### Sequential cells grouped by signal name

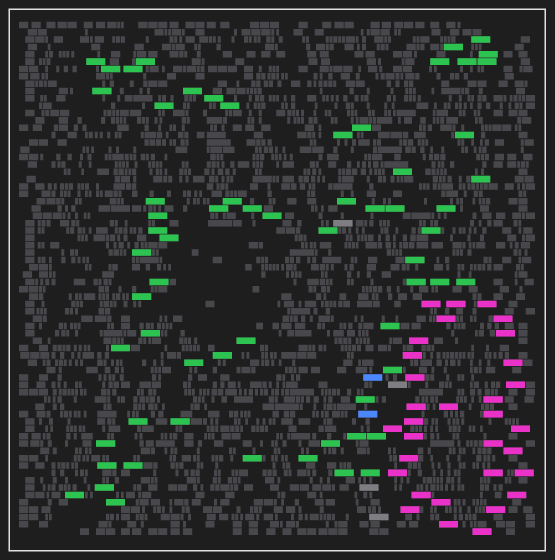
### Cells colored by class

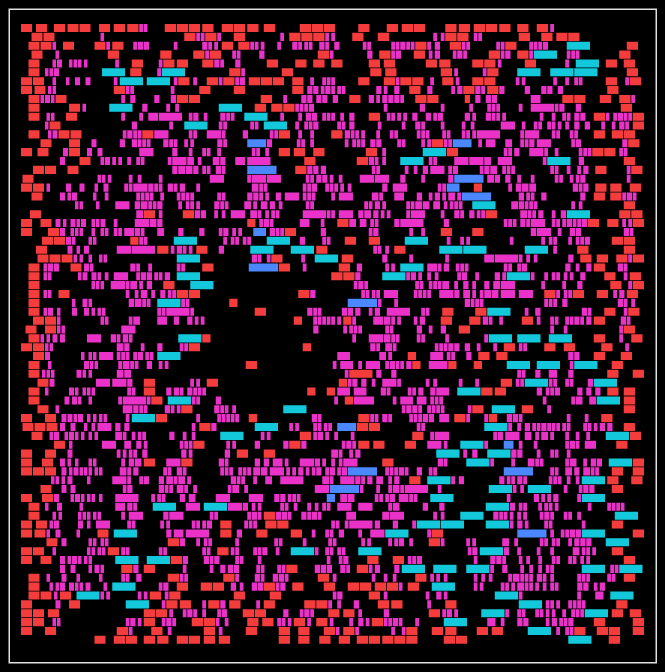
### Clock network drawn from the DEF

Bar = 50 µm.
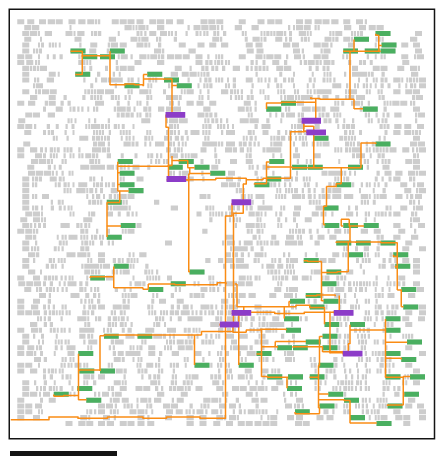
### Logic cells by family

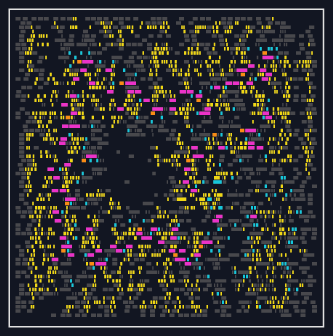
### Clock nets

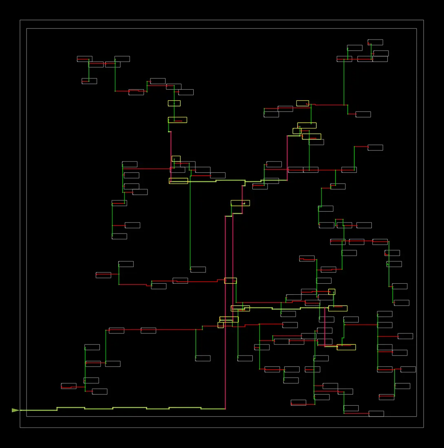
Design adder_arbiter_flat, sky130hd; sources not shown.
==> highlights.md <==
- combinational fraction of design power: 71.9%
- fraction of final layout cells with drive strength greater than 1: 2.89%
- cell class ranked first by area: logic gates
- CP required: 14.86 ns
- Largest cells by area: sky130_fd_sc_hd__nand2_1 (25%), sky130_fd_sc_hd__dfxtp_1 (18%), sky130_fd_sc_hd__nand3_1 (15%)
- result of the run: completed
- layout buffering overhead excluding clock cells: 29.8%
- worst hold slack across all endpoints: 0.469 ns
- Tapcell Cnt: 468
- antenna cell count: 9
- Post-Synth Simple-Gate Area: 53.7%
- yosys stat cell total: 2124
- via count of the first global-routing pass: 14000
- number of routed nets with antenna violations: 0
- prevailing logic family in the synthesized netlist: simple AND/OR/NAND/NOR gates
- nets: 3030
- IO Count: 496
- number of OpenROAD warnings: 27
- buffers inserted by post-CTS timing repair: 0
- CP max-delay cell: sky130_fd_sc_hd__clkdlybuf4s50_1
- amount of wire on met2 after detailed routing: 24.5 mm
- xor and xnor fraction of the mapped netlist area: 1.29%
- clock transition at the registers of the reported paths: 0.09 ns
- largest stage delay on the critical path: 0.49 ns
- half-perimeter wire length of the detailed placement result: 39.5 mm
- crit-path leading delay family: simple AND/OR/NAND/NOR gates
- VDD IR max: 58.5 µV
- WP buf/inv: 3
- Int Power: 1.09 mW
- GRT overflow: 0
- sw power: 1.09 mW
- fraction of power spent switching nets: 50.0%
- DRC Markers: 0
- post-synthesis cell type with the largest instance count: sky130_fd_sc_hd__nand2_1
- overall die width: 198 µm
- # placed instances: 3011
- post-route minimum period: 13.34 ns
- final count of hold timing violations: 0
- most used cells in the layout excluding fill and tap cells: sky130_fd_sc_hd__nand2_1 (760), sky130_fd_sc_hd__clkdlybuf4s50_1 (494), sky130_fd_sc_hd__nand3_1 (341)
- Complex Gates by Area: 5.62%
- multi-input combinational gate total: 1702
- met3 routed wirelength: 3.57 mm
- Achievable Freq: 75.0 MHz
- H-tree depth: 3
- Critical Path AT: 13.60 ns
- highest fanout seen on the critical path: 25
- count of final setup violators: 0
- mean number of vias per cell: 4.79
- RSZ-0062 raised after global routing: no
- class of the most critical hold timing path: reg -> reg
- Yosys cell types: 32
- count of non-CTS inverters in the layout: 225
- post-place setup slack: 0.681 ns
- final worst setup slack: 1.26 ns
- Tightest Pin Transition: 0.926 ns
- Slew HR: 38.3%
- Fillers: 3960
- Placer Congestion: 0.869
- global-route wire length before repair: 74.8 mm
- Critical Path Sink Type: flip-flop
- number of pins with negative max-slew slack in the final report: 0
- power attributed to combinational cells: 1.57 mW
- number of design-rule violations left by the first detailed-router iteration: 564
- Die H: 200 µm
- cell depth of the worst min-delay path: 2
- total of plain and repair buffers excluding clock buffers: 514
- Post-Synthesis Cells: 2124
- CTS Hold Bufs: 0
- Flops after synth: 102
- final total negative setup slack: 0 ns
- number of nets at floorplan: 2600
- number of flops mapped to enable cells by yosys: 0
- leakage: 8.45 nW
- CTS sink count: 102
- area fraction in mux cells: 0%
- critical path depth: 79
- average size of a mapped cell: 5.44 µm²
- uppermost signal routing layer after detailed routing: met5
- share of the yosys chip area belonging to registers: 17.7%
- all-layer global routing usage: 23.9%
- Synth area leader: sky130_fd_sc_hd__nand2_1
- area of the multi-input gates: 8200 µm²
- final routed wirelength across all metal layers: 49.3 mm
- met1 Use GR: 28.3%
- type of the setup path with the least slack: in -> reg
- asr flop ratio synth: 0%
- power density over the cells: 128 nW/µm²
- Main synth FF type: sky130_fd_sc_hd__dfxtp_1
- first drt pass iteration count: 6
- cell chosen for the clock root: sky130_fd_sc_hd__clkbuf_16
- sequential cell fraction of total power: 16.2%
Back to the opening pictures, 'Sequential cells grouped by signal name':
- u_core/bus.rsp_sum: green (flops 64; where all over the die)
- u_core/bus.op_count: magenta (flops 32)
- u_core/r_ptr: blue (flops 2)
- not colored: 4
post-route core utilization: 47.0%
Seq area share: 11.9%
Seq. pwr: 0.354 mW
FF/Latch Area: 2040 µm²

Back to the opening pictures, 'Cells colored by class':
- clock drivers and dummy loads: blue (cells 16; share of their area 1.9%)
- remaining logic cells: magenta (cells 1927; share of their area 55%)
- remaining buffers and delay cells: red (cells 514; share of their area 31%)
- registers: cyan (cells 102; share of their area 12%)
number of placement rows: 70
fin area: 17100 µm²
area inside the core boundary: 36400 µm²

Back to the opening pictures, 'Clock network drawn from the DEF':
- clock-net drivers: purple (count 9)
- flip-flops: green (count 102)
- clock wires: orange (length 1860 µm)
- flops lie: all over the die
- routed clock nets: 10
reported clock group power: 0.260 mW
Clk network pwr share: 11.9%

Back to the opening pictures, 'Logic cells by family':
- nand cells: yellow (cells 1157; most used nand2_1; where all over the die)
- xor and xnor cells: orange (cells 17; most used xnor2_1)
- aoi and oai cells: cyan (cells 121; most used o21ai_0; where all over the die)
- fa/ha/maj cells: magenta (cells 83; most used ha_1)
logic share of the area: 47.9%
most common library cell in the layout ignoring fill and taps: sky130_fd_sc_hd__nand2_1
number of cells in the finished layout apart from fillers: 3036

Back to the opening pictures, 'Clock nets':
flip-flops: 102
clock insertion delay at the later pin of the skew report: 0.37 ns
worst-case clock skew: 0.0153 ns

Power and IR drop assume default switching activity.
